===== config.mk =====
export PLATFORM = sky130hd
export DESIGN_NAME = pipe_ctrl
export DESIGN_NICKNAME = d
export VERILOG_FILES = /design/src/rtl/pipe_ctrl.sv
export SDC_FILE = /design/constraint.sdc
export NUM_CORES = 1
export LEC_CHECK = 0
export ABC_AREA = 1
export CORE_UTILIZATION = 45
export CTS_CLUSTER_SIZE = 12
export DETAILED_ROUTE_END_ITERATION = 8
export PLACE_DENSITY = 0.81
export SLEW_MARGIN = 30
export SYNTH_ARGS = -nofsm -noshare
export SYNTH_HDL_FRONTEND = slang
export SYNTH_SLANG_ARGS = --single-unit

===== constraint.sdc =====
create_clock -name clk_i -period 1.46 [get_ports clk_i]
set_input_delay 0.219 -clock clk_i [delete_from_list [all_inputs] [get_ports clk_i]]
set_output_delay 0.219 -clock clk_i [all_outputs]
set_load 0.1 [all_outputs]

===== src/rtl/pipe_ctrl.sv =====
// Pipeline hazard and run controller for a five-stage pipeline.
// Issues stage register load enables and bubble (flush) requests for
// memory stalls, taken branches and load-use hazards. Also sequences
// IDLE -> RUN -> DRAIN -> IDLE and stops in HALT on a memory watchdog timeout.
//
// Optional feature: define PIPE_CTRL_PERF_EN to build the stall cycle
// counter. Without it, stall_cnt_o is tied to zero and no counter register exists.
//
// Ports
//   clk_i, rst_i            clock, asynchronous active-high reset
//   start_i                 run request (1 = execute, 0 = drain and idle)
//   IDEX_MemRead_i          load in EX
//   IDEX_RTaddr_i           load destination in EX
//   IFID_RSaddr_i/RTaddr_i  sources of the instruction in ID
//   EXMEM_BranchTaken_i     taken branch resolved in MEM
//   EXMEM_MemReq_i          data memory access in MEM
//   mem_ack_i               data memory completes this cycle
//   *Write_o                stage register load enables (combinational)
//   *Flush_o                load a bubble into the stage (combinational)
//   mem_req_o               data memory request strobe (combinational)
//   state_o                 IDLE=0 RUN=1 MEMWAIT=2 DRAIN=3 HALT=4
//   err_o                   sticky watchdog timeout flag
//   stall_cnt_o             stall cycle counter
module pipe_ctrl #(
  parameter int unsigned WDOG_CYCLES  = 255,
  parameter int unsigned DRAIN_CYCLES = 4
) (
  input  logic        clk_i,
  input  logic        rst_i,
  input  logic        start_i,
  input  logic        IDEX_MemRead_i,
  input  logic [4:0]  IDEX_RTaddr_i,
  input  logic [4:0]  IFID_RSaddr_i,
  input  logic [4:0]  IFID_RTaddr_i,
  input  logic        EXMEM_BranchTaken_i,
  input  logic        EXMEM_MemReq_i,
  input  logic        mem_ack_i,
  output logic        PCWrite_o,
  output logic        IFIDWrite_o,
  output logic        IDEXWrite_o,
  output logic        EXMEMWrite_o,
  output logic        IFIDFlush_o,
  output logic        IDEXFlush_o,
  output logic        EXMEMFlush_o,
  output logic        MEMWBFlush_o,
  output logic        mem_req_o,
  output logic [2:0]  state_o,
  output logic        err_o,
  output logic [15:0] stall_cnt_o
);

  localparam int unsigned WCNT_W = (WDOG_CYCLES > 1) ? $clog2(WDOG_CYCLES) : 1;
  localparam int unsigned DCNT_W = (DRAIN_CYCLES > 0) ? $clog2(DRAIN_CYCLES + 1) : 1;

  typedef enum logic [2:0] {
    S_IDLE    = 3'd0,
    S_RUN     = 3'd1,
    S_MEMWAIT = 3'd2,
    S_DRAIN   = 3'd3,
    S_HALT    = 3'd4
  } state_t;

  state_t              r_state, w_state_nxt;
  state_t              r_ret_state, w_ret_nxt;
  state_t              w_eff;
  logic [WCNT_W-1:0]   r_wait_cnt, w_wait_nxt;
  logic [DCNT_W-1:0]   r_drain_cnt, w_drain_nxt;
  logic                r_err, w_err_nxt;
  logic                w_mem_stall;
  logic                w_lu_hazard;
  logic                w_lu_stall;
  logic                w_active;
  logic                w_stall;

  // Hazard detection
  assign w_mem_stall = EXMEM_MemReq_i & ~mem_ack_i;
  assign w_lu_hazard = IDEX_MemRead_i && (IDEX_RTaddr_i != 5'd0) &&
                       ((IDEX_RTaddr_i == IFID_RSaddr_i) || (IDEX_RTaddr_i == IFID_RTaddr_i));

  // State and counter registers
  always_ff @(posedge clk_i or posedge rst_i) begin
    if (rst_i) begin
      r_state     <= S_IDLE;
      r_ret_state <= S_RUN;
      r_wait_cnt  <= '0;
      r_drain_cnt <= '0;
      r_err       <= 1'b0;
    end else begin
      r_state     <= w_state_nxt;
      r_ret_state <= w_ret_nxt;
      r_wait_cnt  <= w_wait_nxt;
      r_drain_cnt <= w_drain_nxt;
      r_err       <= w_err_nxt;
    end
  end

  // Next state and stage controls; defaults are the freeze pattern
  always_comb begin
    PCWrite_o    = 1'b0;
    IFIDWrite_o  = 1'b0;
    IDEXWrite_o  = 1'b0;
    EXMEMWrite_o = 1'b0;
    IFIDFlush_o  = 1'b0;
    IDEXFlush_o  = 1'b0;
    EXMEMFlush_o = 1'b0;
    MEMWBFlush_o = 1'b1;
    mem_req_o    = 1'b0;
    w_state_nxt  = r_state;
    w_ret_nxt    = r_ret_state;
    w_wait_nxt   = r_wait_cnt;
    w_drain_nxt  = r_drain_cnt;
    w_err_nxt    = r_err;
    w_eff        = r_state;
    w_active     = 1'b0;
    w_lu_stall   = 1'b0;
    w_stall      = 1'b0;

    case (r_state)
      S_IDLE: begin
        if (start_i) w_state_nxt = S_RUN;
      end
      S_RUN, S_DRAIN: begin
        w_active = 1'b1;
      end
      S_MEMWAIT: begin
        mem_req_o = EXMEM_MemReq_i;
        if (mem_ack_i) begin
          // Ack cycle behaves as the return state but always resumes it
          w_active    = 1'b1;
          w_eff       = r_ret_state;
          w_state_nxt = r_ret_state;
        end else begin
          w_stall = 1'b1;
          if (r_wait_cnt == WCNT_W'(WDOG_CYCLES - 1)) begin
            w_state_nxt = S_HALT;
            w_err_nxt   = 1'b1;
          end else begin
            w_wait_nxt = r_wait_cnt + WCNT_W'(1);
          end
        end
      end
      default: ;
    endcase

    if (w_active) begin
      mem_req_o = EXMEM_MemReq_i;
      if (w_mem_stall) begin
        w_stall     = 1'b1;
        w_state_nxt = S_MEMWAIT;
        w_ret_nxt   = w_eff;
        w_wait_nxt  = '0;
      end else begin
        PCWrite_o    = 1'b1;
        IFIDWrite_o  = 1'b1;
        IDEXWrite_o  = 1'b1;
        EXMEMWrite_o = 1'b1;
        MEMWBFlush_o = 1'b0;
        if (EXMEM_BranchTaken_i) begin
          IFIDFlush_o  = 1'b1;
          IDEXFlush_o  = 1'b1;
          EXMEMFlush_o = 1'b1;
        end else if (w_lu_hazard) begin
          PCWrite_o   = 1'b0;
          IFIDWrite_o = 1'b0;
          IDEXFlush_o = 1'b1;
          w_lu_stall  = 1'b1;
          w_stall     = 1'b1;
        end
        // Draining: stop fetching and feed bubbles into ID
        if (w_eff == S_DRAIN) begin
          PCWrite_o   = 1'b0;
          IFIDFlush_o = 1'b1;
        end
        // Sequencing uses the real state, so a MEMWAIT ack cycle neither drains nor samples start
        if (r_state == S_RUN && !start_i) begin
          w_state_nxt = S_DRAIN;
          w_drain_nxt = DCNT_W'(DRAIN_CYCLES);
        end else if (r_state == S_DRAIN && !w_lu_stall) begin
          if (r_drain_cnt <= DCNT_W'(1)) begin
            w_drain_nxt = '0;
            w_state_nxt = S_IDLE;
          end else begin
            w_drain_nxt = r_drain_cnt - DCNT_W'(1);
          end
        end
      end
    end
  end

  assign state_o = r_state;
  assign err_o   = r_err;

`ifdef PIPE_CTRL_PERF_EN
  logic [15:0] r_stall_cnt;

  // Saturating count of stall-induced PC hold cycles
  always_ff @(posedge clk_i or posedge rst_i) begin
    if (rst_i) begin
      r_stall_cnt <= '0;
    end else if (w_stall && (r_stall_cnt != 16'hFFFF)) begin
      r_stall_cnt <= r_stall_cnt + 16'd1;
    end
  end

  assign stall_cnt_o = r_stall_cnt;
`else
  logic w_unused_stall;
  assign w_unused_stall = w_stall;
  assign stall_cnt_o    = 16'd0;
`endif

endmodule


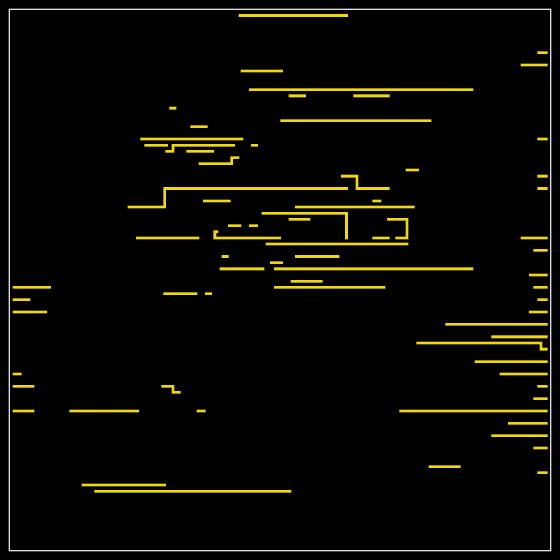
Fig. 1. M3 wires.
- longest straight run: 24.4 um
- wire length on this layer: 395 um
- main direction: horizontal
- nets with wire on the layer: 57

==> results.txt <==
largest cells by area after synthesis: dfrtp_1 (29%), nand2_1 (13%), inv_1 (9.1%)
final WL: 5270 um
Tap Count: 44
worst r2r src: state_o[2]
core box area: 3100 um2
biggest area consumer among synthesized cells: dfrtp_1
CP bufs+invs: 2
synthesized area: 1480 um2
nets: 328
post-synthesis register bit count: 18
Yosys Chip Area: 1480 um2
clkbuf count: 4
ClkCell Share: 0.0136
Hold Fails Final Rpt: 0
first-pass GRT wire length: 6600 um
dominant kind of cell: combinational gates
Seq share, synth: 0.304
Setup WS post-layout: -622 ps
Final Cell Area: 2670 um2
Top Consumer: combinational logic
Detail Route Antenna Nets: 0
Setup-failing EPs final: 27
pre-CTS WS: -550 ps
failing checks: setup timing
WP data required: 1240 ps
met3 usage: 0.0415
Total Power: 5.86 mW
fraction of area in registers: 0.174
critical path capture point type: primary output
Avg WL per Cell: 15.3 um
Post-synth top flop: dfrtp_1
DIE HEIGHT: 59.4 um
Initial DRT Pass Iterations: 4
Largest Register: r_wait_cnt
vias in the first global route: 1528
final non-filler cell total: 345
status: finished, violations left
startpoint types: flop
combinational share of cell area: 0.392
P_seq: 0.881 mW
Synth Area in XOR/XNOR: 0.0236
Layout non-clock buf frac: 0.326
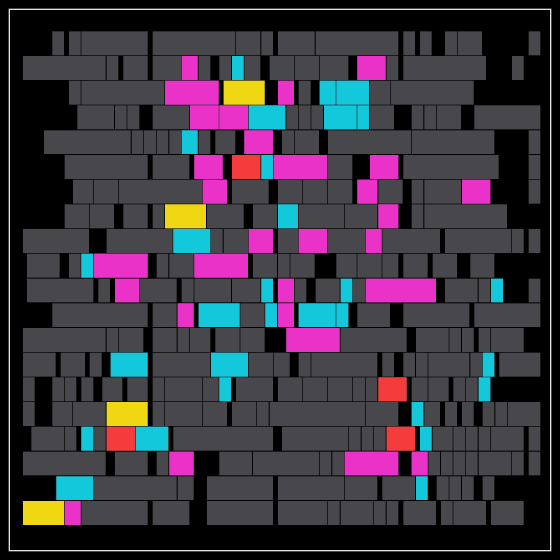
Fig. 2. Gate families picked out.
- yellow: adder and majority cells (cells 4; most used ha_1)
- magenta: inverting AOI/OAI gates (cells 29; most used o21ai_2)
- red: XOR/XNOR gates (cells 4; most used xnor2_1)
- cyan: NOR gates (cells 29; most used nor2_1)

Power is estimated from default activity; no workload was simulated.
